===== src/rtl/mac_rx_os_decoder_if.sv =====
// Receive-byte stream and decoder results for mac_rx_os_decoder.
// The master side drives PHY bytes in; the slave side is the decoder.
`timescale 1ns/1ps

interface mac_rx_os_decoder_if #(
    parameter int CNT_W = 4
);
    logic [7:0]       rxdata;
    logic             rxdatak;
    logic             rxvalid;
    logic             ts1_det;
    logic             ts2_det;
    logic             skp_det;
    logic             os_err;
    logic [39:0]      ts_bytes;
    logic [CNT_W-1:0] ts_consec;

    modport master (
        output rxdata, rxdatak, rxvalid,
        input  ts1_det, ts2_det, skp_det, os_err, ts_bytes, ts_consec
    );

    modport slave (
        input  rxdata, rxdatak, rxvalid,
        output ts1_det, ts2_det, skp_det, os_err, ts_bytes, ts_consec
    );
endinterface


===== src/rtl/mac_rx_os_decoder.sv =====
// Byte-serial SKP/TS1/TS2 ordered-set decoder with consecutive-TS counting.
// OZ_RXOS_SKP_EN: when defined, SKP sets are decoded; otherwise SKP after COM is an error.
`timescale 1ns/1ps

module mac_rx_os_decoder #(
    parameter int CNT_W = 4
) (
    input  logic                        clk,
    input  logic                        rstn,
    mac_rx_os_decoder_if.slave          rxIf
);

    typedef enum logic [2:0] {HUNT, HDR, SKP_BODY, TS_FIELD, TS_ID} state_t;

    localparam logic [7:0]       SYM_COM   = 8'hBC;
    localparam logic [7:0]       SYM_SKP   = 8'h1C;
    localparam logic [7:0]       SYM_TS1ID = 8'h4A;
    localparam logic [7:0]       SYM_TS2ID = 8'h45;
    localparam logic [CNT_W-1:0] CNT_MAX   = '1;
    localparam logic [CNT_W-1:0] CNT_ONE   = CNT_W'(1);

    state_t           r_state, w_stateNext;
    logic [3:0]       r_idx, w_idxNext;
    logic [39:0]      r_cap, w_capNext;
    logic             r_isTs2, w_isTs2Next;
    logic             r_ts1Det, w_ts1DetNext;
    logic             r_ts2Det, w_ts2DetNext;
    logic             r_skpDet, w_skpDetNext;
    logic             r_osErr, w_osErrNext;
    logic [39:0]      r_tsBytes, w_tsBytesNext;
    logic [CNT_W-1:0] r_tsConsec, w_tsConsecNext;
    logic             r_prevValid, w_prevValidNext;
    logic             r_prevTs2, w_prevTs2Next;
    logic [39:0]      r_prevBytes, w_prevBytesNext;
    logic             w_fail, w_done;

    logic w_isCom, w_isSkp, w_isTs1Id, w_isTs2Id;
    assign w_isCom   =  rxIf.rxdatak && (rxIf.rxdata == SYM_COM);
    assign w_isSkp   =  rxIf.rxdatak && (rxIf.rxdata == SYM_SKP);
    assign w_isTs1Id = !rxIf.rxdatak && (rxIf.rxdata == SYM_TS1ID);
    assign w_isTs2Id = !rxIf.rxdatak && (rxIf.rxdata == SYM_TS2ID);

    // r_idx holds the number of the next byte expected within the current set.
    always_comb begin
        w_stateNext     = r_state;
        w_idxNext       = r_idx;
        w_capNext       = r_cap;
        w_isTs2Next     = r_isTs2;
        w_ts1DetNext    = 1'b0;
        w_ts2DetNext    = 1'b0;
        w_skpDetNext    = 1'b0;
        w_osErrNext     = 1'b0;
        w_tsBytesNext   = r_tsBytes;
        w_tsConsecNext  = r_tsConsec;
        w_prevValidNext = r_prevValid;
        w_prevTs2Next   = r_prevTs2;
        w_prevBytesNext = r_prevBytes;
        w_fail          = 1'b0;
        w_done          = 1'b0;

        if (rxIf.rxvalid) begin
            case (r_state)
                HUNT: begin
                    if (w_isCom) w_stateNext = HDR;
                end
                HDR: begin
                    if (w_isSkp) begin
`ifdef OZ_RXOS_SKP_EN
                        w_stateNext = SKP_BODY;
                        w_idxNext   = 4'd2;
`else
                        w_fail      = 1'b1;
`endif
                    end else begin
                        w_capNext[7:0] = rxIf.rxdata;
                        w_idxNext      = 4'd2;
                        w_stateNext    = TS_FIELD;
                    end
                end
`ifdef OZ_RXOS_SKP_EN
                SKP_BODY: begin
                    if (!w_isSkp) begin
                        w_fail = 1'b1;
                    end else if (r_idx == 4'd3) begin
                        w_skpDetNext = 1'b1;
                        w_stateNext  = HUNT;
                    end else begin
                        w_idxNext = r_idx + 4'd1;
                    end
                end
`endif
                TS_FIELD: begin
                    w_capNext[8*(r_idx-4'd1) +: 8] = rxIf.rxdata;
                    w_idxNext = r_idx + 4'd1;
                    if (r_idx == 4'd5) w_stateNext = TS_ID;
                end
                TS_ID: begin
                    if (r_idx == 4'd6) begin
                        if (w_isTs1Id || w_isTs2Id) begin
                            w_isTs2Next = w_isTs2Id;
                            w_idxNext   = 4'd7;
                        end else begin
                            w_fail = 1'b1;
                        end
                    end else if (r_isTs2 ? w_isTs2Id : w_isTs1Id) begin
                        if (r_idx == 4'd15) w_done = 1'b1;
                        else                w_idxNext = r_idx + 4'd1;
                    end else begin
                        w_fail = 1'b1;
                    end
                end
                default: w_stateNext = HUNT;
            endcase
        end

        // A COM that breaks a set is also the start of the next one.
        if (w_fail) begin
            w_osErrNext     = 1'b1;
            w_tsConsecNext  = '0;
            w_prevValidNext = 1'b0;
            w_stateNext     = w_isCom ? HDR : HUNT;
        end

        if (w_done) begin
            w_stateNext   = HUNT;
            w_ts1DetNext  = !r_isTs2;
            w_ts2DetNext  = r_isTs2;
            w_tsBytesNext = r_cap;
            if (r_prevValid && (r_prevTs2 == r_isTs2) && (r_prevBytes == r_cap) &&
                (r_tsConsec != '0)) begin
                w_tsConsecNext = (r_tsConsec == CNT_MAX) ? r_tsConsec : r_tsConsec + CNT_ONE;
            end else begin
                w_tsConsecNext = CNT_ONE;
            end
            w_prevValidNext = 1'b1;
            w_prevTs2Next   = r_isTs2;
            w_prevBytesNext = r_cap;
        end
    end

    always_ff @(posedge clk or negedge rstn) begin
        if (!rstn) begin
            r_state     <= HUNT;
            r_idx       <= 4'd0;
            r_cap       <= '0;
            r_isTs2     <= 1'b0;
            r_ts1Det    <= 1'b0;
            r_ts2Det    <= 1'b0;
            r_skpDet    <= 1'b0;
            r_osErr     <= 1'b0;
            r_tsBytes   <= '0;
            r_tsConsec  <= '0;
            r_prevValid <= 1'b0;
            r_prevTs2   <= 1'b0;
            r_prevBytes <= '0;
        end else begin
            r_state     <= w_stateNext;
            r_idx       <= w_idxNext;
            r_cap       <= w_capNext;
            r_isTs2     <= w_isTs2Next;
            r_ts1Det    <= w_ts1DetNext;
            r_ts2Det    <= w_ts2DetNext;
            r_skpDet    <= w_skpDetNext;
            r_osErr     <= w_osErrNext;
            r_tsBytes   <= w_tsBytesNext;
            r_tsConsec  <= w_tsConsecNext;
            r_prevValid <= w_prevValidNext;
            r_prevTs2   <= w_prevTs2Next;
            r_prevBytes <= w_prevBytesNext;
        end
    end

    assign rxIf.ts1_det   = r_ts1Det;
    assign rxIf.ts2_det   = r_ts2Det;
    assign rxIf.skp_det   = r_skpDet;
    assign rxIf.os_err    = r_osErr;
    assign rxIf.ts_bytes  = r_tsBytes;
    assign rxIf.ts_consec = r_tsConsec;

endmodule


===== src/flat_wrapper.sv =====
// flat-port wrapper written by rule: the top's interface ports become plain ports
module mac_rx_os_decoder_flat 
#(
    parameter int CNT_W = 4
)
  (clk, rstn, rxIf_rxdata, rxIf_rxdatak, rxIf_rxvalid, rxIf_ts1_det, rxIf_ts2_det, rxIf_skp_det, rxIf_os_err, rxIf_ts_bytes, rxIf_ts_consec);
  mac_rx_os_decoder_if #(.CNT_W(CNT_W)) rxIf_i ();
  input  logic clk;
  input  logic rstn;
  input wire logic [$bits(rxIf_i.rxdata)-1:0] rxIf_rxdata;
  input wire logic [$bits(rxIf_i.rxdatak)-1:0] rxIf_rxdatak;
  input wire logic [$bits(rxIf_i.rxvalid)-1:0] rxIf_rxvalid;
  output wire logic [$bits(rxIf_i.ts1_det)-1:0] rxIf_ts1_det;
  output wire logic [$bits(rxIf_i.ts2_det)-1:0] rxIf_ts2_det;
  output wire logic [$bits(rxIf_i.skp_det)-1:0] rxIf_skp_det;
  output wire logic [$bits(rxIf_i.os_err)-1:0] rxIf_os_err;
  output wire logic [$bits(rxIf_i.ts_bytes)-1:0] rxIf_ts_bytes;
  output wire logic [$bits(rxIf_i.ts_consec)-1:0] rxIf_ts_consec;
  assign rxIf_i.rxdata = rxIf_rxdata;
  assign rxIf_i.rxdatak = rxIf_rxdatak;
  assign rxIf_i.rxvalid = rxIf_rxvalid;
  assign rxIf_ts1_det = rxIf_i.ts1_det;
  assign rxIf_ts2_det = rxIf_i.ts2_det;
  assign rxIf_skp_det = rxIf_i.skp_det;
  assign rxIf_os_err = rxIf_i.os_err;
  assign rxIf_ts_bytes = rxIf_i.ts_bytes;
  assign rxIf_ts_consec = rxIf_i.ts_consec;
  mac_rx_os_decoder #(.CNT_W(CNT_W)) u_core (.clk(clk), .rstn(rstn), .rxIf(rxIf_i));
endmodule

===== config.mk =====
export PLATFORM = sky130hd
export DESIGN_NAME = mac_rx_os_decoder_flat
export DESIGN_NICKNAME = d
export VERILOG_FILES = /design/src/rtl/mac_rx_os_decoder_if.sv /design/src/rtl/mac_rx_os_decoder.sv /design/src/flat_wrapper.sv
export SDC_FILE = /design/constraint.sdc
export NUM_CORES = 1
export LEC_CHECK = 0
export CORE_ASPECT_RATIO = 0.7
export CORE_UTILIZATION = 40
export DETAILED_ROUTE_END_ITERATION = 6
export REMOVE_ABC_BUFFERS = 1
export SYNTH_ARGS = -nofsm -noshare
export SYNTH_HDL_FRONTEND = slang
export SYNTH_SLANG_ARGS = --single-unit

===== constraint.sdc =====
create_clock -name clk -period 4.1 [get_ports clk]
set_input_delay 1.025 -clock clk [delete_from_list [all_inputs] [get_ports clk]]
set_output_delay 1.025 -clock clk [all_outputs]
set_load 0.005 [all_outputs]

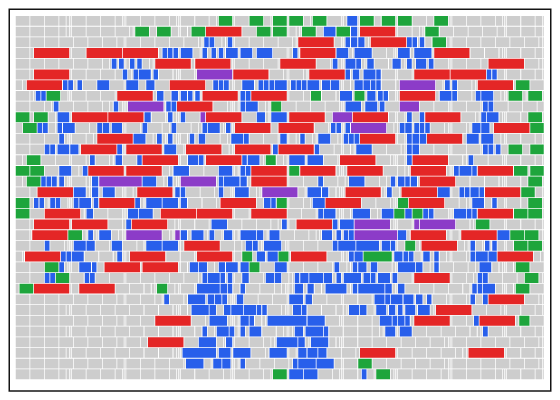
**Above:** run 1 (cell classes on the final placement).
Fill, decap, tap and diode cells in grey.
| colour | class | cells | share of their area |
|---|---|---|---|
| green | remaining buffers and delay cells | 73 | 12% |
| red | registers | 97 | 40% |
| blue | remaining logic cells | 430 | 43% |
| purple | clock drivers and dummy loads | 16 | 5.4% |
Final Util: 50.3%
Core Area: 12,400 um^2
fraction of area in registers: 38.8%
Final Cell Area: 6250 um^2
Rows: 34

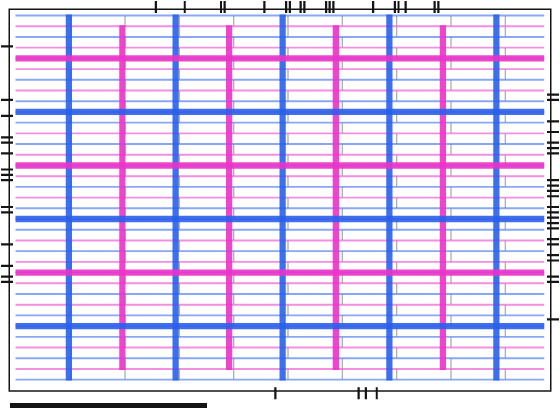
**Above:** run 1 (PDN straps and rails).
Bar = 50 um. Pins as bars on the die edge. Tap cells in grey.
| colour | net |
|---|---|
| blue | VSS |
| magenta | VDD |
met1 rails: 35
met5 straps: 6
rows: 34
met4 straps: 9
Chip Width: 137 um
die height: 96.6 um
Max VDD drop: 0.222 mV

==> flow_metrics.tcl, run 1 <==
# collected from the flow reports
set metrics [dict create \
    area_leaders "dfrtp_1 47%, nand2_1 12%, xnor2_1 6.7%" \
    ant_nets 0 \
    synth.distinct_cells 64 \
    synthArstFlopShare_pct 100 \
    fmax_mhz 263 \
    ys_cells 549 \
    ys.flop_type "dfrtp_1" \
    gr-total-overflow 0 \
    clk_pin_slew_worst_paths_ns 0.07 \
    htreeDepth 3 \
    fin_crit_ns 3.80 \
    cp-endpoint "u_core.r_cap[8]" \
    cts_setup_buffers 0 \
    dieArea_um2 13300 \
    avgViaCountPerCell 5.29 \
    num-nets-final 637 \
    slew_viol_final 0 \
    status "finished with violations" \
    crit_start "u_core.r_idx[1]" \
    failed_checks "DRC" \
    worstReg2RegEnd "u_core.r_cap[8]" \
    hp-class "reg -> reg" \
    cts_sinks 97 \
    syn_area_um2 5110 \
    pre_cts_ws_ns 0.343 \
    antenna_found_initial 0 \
    dr.pass1.iters 7 \
    setup_viol 0 \
    drt-initial-drc-count 256 \
    grt_pass1_vias 3974 \
    slew_headroom_pct 44.8 \
    drc_errors 1 \
    ys_area_um2 5110 \
    worstPathMaxFanout 8 \
    cts_tree "done" \
    top_area_cell "dfrtp_1" \
]
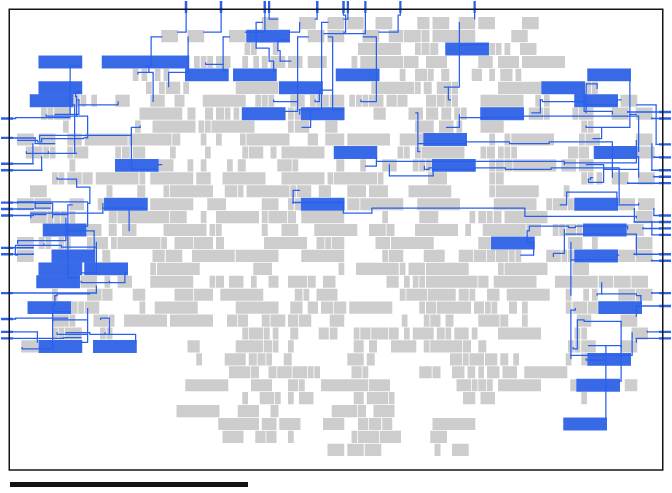
**Above:** run 1 (nets reached from selected ports).
Bar = 50 um.
| colour | port | bits | direction | end cells | buffers | wire |
|---|---|---|---|---|---|---|
| blue | `rxIf_ts_bytes` | 40 | output | 40 | 40 | 1,450 um |
io pins: 60
PortBufs: 58

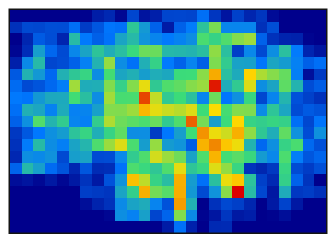
**Above:** run 1 (wire density map).
27 x 19 tiles, from dark blue (low) to red (high), scaled to the fullest tile. Values are wire area over tile area, all layers added.
fullest tile: 0.54
tiles over half the peak: 20%
emptiest ninth of the die: south-west
nearly empty tiles: 15%
DR vias: 4,118
total track usage: 21.8%
DR WL/cell: 17.4 um
final wirelength: 13.6 mm

-- run 1: cell type report --
cell class	count	share of cell area, %
well taps	162	3.24
flip-flops and latches	97	38.8
repair buffers	73	11.2
multi-input cells	408	40.2
inverters	22	1.32
clock inverters	2	0.961
clock buffers	14	4.22
-- run 1: cells by family (layout without fill, tap and decap cells) --
| kind of cell | count (synthesis) | count (layout) | share of synthesized area [%] |
|---|---|---|---|
| simple gates | 259 | 259 | 23.9 |
| flops | 97 | 97 | 47.5 |
| compound gates | 72 | 72 | 9.86 |
| xor+xnor | 44 | 44 | 7.83 |
| buf+inv | 44 | 111 | 3.57 |
| mux | 18 | 18 | 3.84 |
| fa+ha+maj | 14 | 14 | 3.42 |
| other cells | 1 | 1 | 0.0733 |
-- run 1: stage by stage --
stage	power, W	instances	hold WS [ns]	util (%)
after floorplan	0.00205	527	0.470	-
after global placement	0.00240	762	0.484	47.7
after detailed placement	0.00243	762	0.491	47.7
after CTS	0.00336	778	0.506	50.3
after global routing	0.00355	778	0.538	50.3
final	0.00335	778	0.502	50.3
-- run 1: layer usage --
| metal | share of wire (%) | routed length (um) | vias up | track usage [%] |
|---|---|---|---|---|
| met5 | 0 | 0 | - | 0 |
| met4 | 1.0 | 138 | 0 | 5.16 |
| met3 | 5.8 | 792 | 14 | 4.25 |
| met2 | 42 | 5710 | 143 | 30.5 |
| met1 | 51 | 6930 | 1981 | 34.2 |
| li1 | - | - | 1980 | - |
-- run 1: synth_stat cells (all sizes together) (3+ instances only) --
library cell / instances
buf: 13
nor2: 21
o31ai: 4
clkbuf: 9
dfrtp: 97
mux2i: 5
mux2: 13
nor4: 4
o21ai: 29
nor3b: 6
a21oi: 9
nor3: 8
nand3: 11
nand2: 168
ha: 14
o41ai: 4
and4bb: 3
or3: 4
xor2: 4
inv: 22
nand4: 14
xnor2: 39
o2bb2ai: 3
-- run 1: worst min-delay path by stage --
stage / from / end / depth (start not counted)
2_1_floorplan: u_core.r_prevTs2 / u_core.r_prevTs2 / 1
4_1_cts: u_core.r_prevTs2 / u_core.r_prevTs2 / 1
3_5_place_dp: u_core.r_prevTs2 / u_core.r_prevTs2 / 1
6_report: u_core.r_prevTs2 / u_core.r_prevTs2 / 1
5_1_grt: u_core.r_prevTs2 / u_core.r_prevTs2 / 1
3_3_place_gp: u_core.r_prevTs2 / u_core.r_prevTs2 / 1
-- run 1: report_power, final --
| group | internal (W) | leakage (nW) | total (W) | switching, W |
|---|---|---|---|---|
| sequential | 0.00107 | 1.30 | 0.00121 | 0.000147 |
| combinational | 0.000501 | 1.34 | 0.00122 | 0.000721 |
| clock | 0.000569 | 0.157 | 0.000918 | 0.000349 |
| total | 0.00214 | 2.79 | 0.00335 | 0.00122 |
-- run 1: state kept, by name, summed over array words and instances (netlist names), 3 cells and up --
signal / count
u_core.rxIf.ts_consec: 4
u_core.r_cap: 40
u_core.r_state: 3
u_core.r_idx: 4
u_core.r_prevBytes: 40
**Run 1: cell outlines without signal wires**

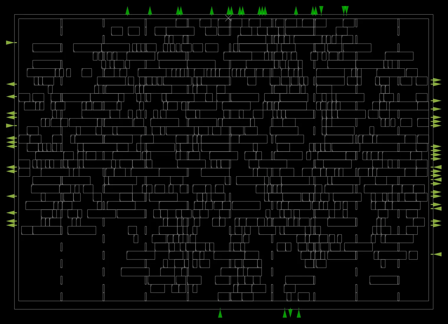

## Run 2: what changed since run 1
--- a/config.mk
+++ b/config.mk
@@ -7,7 +7,9 @@
 export LEC_CHECK = 0
 export CORE_ASPECT_RATIO = 0.7
 export CORE_UTILIZATION = 40
+export CTS_CLUSTER_SIZE = 30
 export DETAILED_ROUTE_END_ITERATION = 6
+export RECOVER_POWER = 25
 export REMOVE_ABC_BUFFERS = 1
 export SYNTH_ARGS = -nofsm -noshare
 export SYNTH_HDL_FRONTEND = slang
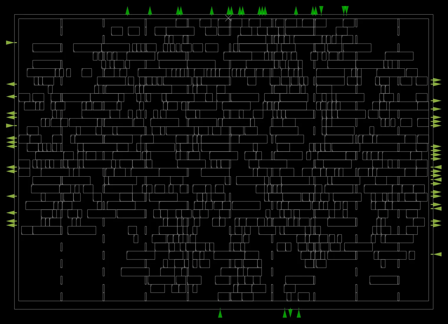
**Above:** run 2 (cell outlines without signal wires).
Fill cells: 1,146
Final Util: 50.3%
final cell count without fillers: 778
n_taps: 162

==> run 2 against run 1 <==
Against the previous run: the run ends with DRC, capacitance limit, slew limit left; flip-flop count did not move; count of clock-buffer cells in the layout unchanged; synthesized cell count did not move; routed wire length about the same; area after synthesis is the same; clock skew barely moved; sequential power hardly changed; non-clock buffer count stayed put; largest power group unchanged.
==> flow_metrics.tcl, run 2 <==
# collected from the flow reports
set metrics [dict create \
    ant_nets 0 \
    top_cells_by_count "168 x nand2_1, 97 x dfrtp_1, 39 x xnor2_1, 27 x o21ai_0, 22 x inv_1" \
    hold_path_depth 1 \
    slew_headroom_pct -8.52 \
    p_clk_share_pct 27.5 \
    dr.pass1.iters 7 \
    worstReg2RegEnd "u_core.r_cap[8]" \
    grt_pass1_vias 3974 \
    design_area_um2 6250 \
    synth-edff-count 0 \
    area_leaders "dfrtp_1 47%, nand2_1 12%, xnor2_1 6.7%" \
    cts_sinks 97 \
    ys.flop_type "dfrtp_1" \
    fmax_mhz 264 \
    synth.distinct_cells 64 \
    busiest_layer "met1" \
    holdPathEnd "u_core.r_prevTs2" \
    combPwrFrac_pct 36.4 \
    syn_inst 549 \
    syn_area_um2 5110 \
    hp-class "reg -> reg" \
    rows 34 \
    grt_usage_pct 21.8 \
    synthArstFlopShare_pct 100 \
    swShare_pct 36.3 \
    routed_wl_mm 13.6 \
    critPathKind "reg -> reg" \
    ys_seq_share_pct 47.5 \
    antenna_found_initial 0 \
    reg.largest.list "u_core.r_cap (40), u_core.r_prevBytes (40)" \
    failed_checks "DRC, capacitance limit, slew limit" \
    warnings 32 \
    power.switching_w 0.00122 \
    vias 4107 \
    hold_start "u_core.r_prevTs2" \
    wire_per_inst_um 17.4 \
    grt.met3_usage_pct 4.25 \
    pre_cts_ws_ns 0.343 \
    gr-total-overflow 0 \
    max_cap_violations 1 \
    die_w_um 137 \
    top_cell "nand2_1" \
    fin_crit_ns 3.78 \
    use_met2_pct 30.5 \
    top_area_cell "dfrtp_1" \
    clockRootBuffer "clkbuf_16" \
    p_int_w 0.00214 \
    setup_viol 0 \
    clk_pin_slew_worst_paths_ns 0.07 \
    place_area_um2 5930 \
    slew_viol_final 66 \
    ys_cells 549 \
    cts_setup_buffers 0 \
    num-nets-final 637 \
    htreeDepth 3 \
    drc_errors 1 \
    die_h_um 96.6 \
    dieArea_um2 13300 \
    seqPwrFrac_pct 36.1 \
    boundaryPins 60 \
    met1_usage_pct 34.2 \
    ys_area_um2 5110 \
    port_buffers 58 \
    avgViaCountPerCell 5.28 \
    peakVddDrop_mv 0.223 \
    status "finished with violations" \
    worstPathMaxFanout 8 \
    coreArea_um2 12400 \
]
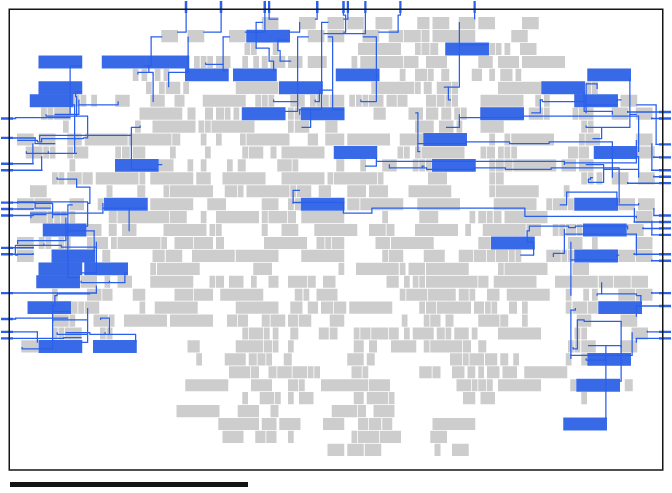
**Above:** run 2 (nets reached from selected ports).
Bar = 50 um.
| colour | port | bits | direction | end cells | buffers | wire |
|---|---|---|---|---|---|---|
| blue | `rxIf_ts_bytes` | 40 | output | 40 | 40 | 1,450 um |

run 2: power groups by stage:
stage	sequential [W]	combinational (W)	clock, W
global placement	0.00122	0.00118	0
global route	0.00123	0.00134	0.000983
CTS	0.00121	0.00122	0.000933
detailed placement	0.00122	0.00121	0
floorplan	0.00119	0.000853	0
finish	0.00121	0.00122	0.000921
run 2: through the flow:
step,util (%),cells,total power [W]
detailed placement,47.7,762,0.00243
global route,50.3,778,0.00355
floorplan,-,527,0.00205
CTS,50.3,778,0.00336
global placement,47.7,762,0.00240
finish,50.3,778,0.00335
run 2: area by class of cell:
cell class,instances,area share (%)
Clock inverter,2,0.961
Multi-Input combinational cell,408,40.2
Timing Repair Buffer,73,11.2
Sequential cell,97,38.8
Clock buffer,14,4.23
Tap cell,162,3.24
Inverter,22,1.32
run 2: worst reg2reg max path: stages (launching register included):
cell,delay (ns)
dfrtp_1,0.45
inv_1,0.13
ha_1,0.45
nand2_1,0.17
or3_1,0.34
ha_1,0.30
nor4bb_1,0.32
nand3_1,0.18
a2111oi_4,0.51
nand3_1,0.19
nor2_4,0.27
mux2_2,0.37
run 2: worst max-delay path by stage:
stage	startpoint	to	slack, ns	cells past startpoint
floorplan	u_core.r_idx[0]	u_core.r_cap[16]	0.46	10
global placement	u_core.r_idx[1]	u_core.r_cap[14]	0.46	11
detailed placement	u_core.r_idx[1]	u_core.r_cap[9]	0.34	11
CTS	u_core.r_idx[1]	u_core.r_cap[14]	0.32	11
global route	u_core.r_idx[1]	u_core.r_cap[10]	0.11	11
finish	u_core.r_idx[1]	u_core.r_cap[8]	0.32	11
run 2: cells by family after synthesis:
group | count (synthesis) | share of synthesized area (%)
other cells | 1 | 0.0733
flops | 97 | 47.5
compound gates | 72 | 9.86
mux | 18 | 3.84
simple gates | 259 | 23.9
xor+xnor | 44 | 7.83
buf+inv | 44 | 3.57
fa+ha+maj | 14 | 3.42
run 2: layer usage:
layer	up-vias	share of wire, %
met5	-	0
met4	0	1.1
met3	15	5.7
met2	134	42
met1	1976	51
li1	1982	-
Power and IR drop assume default switching activity.
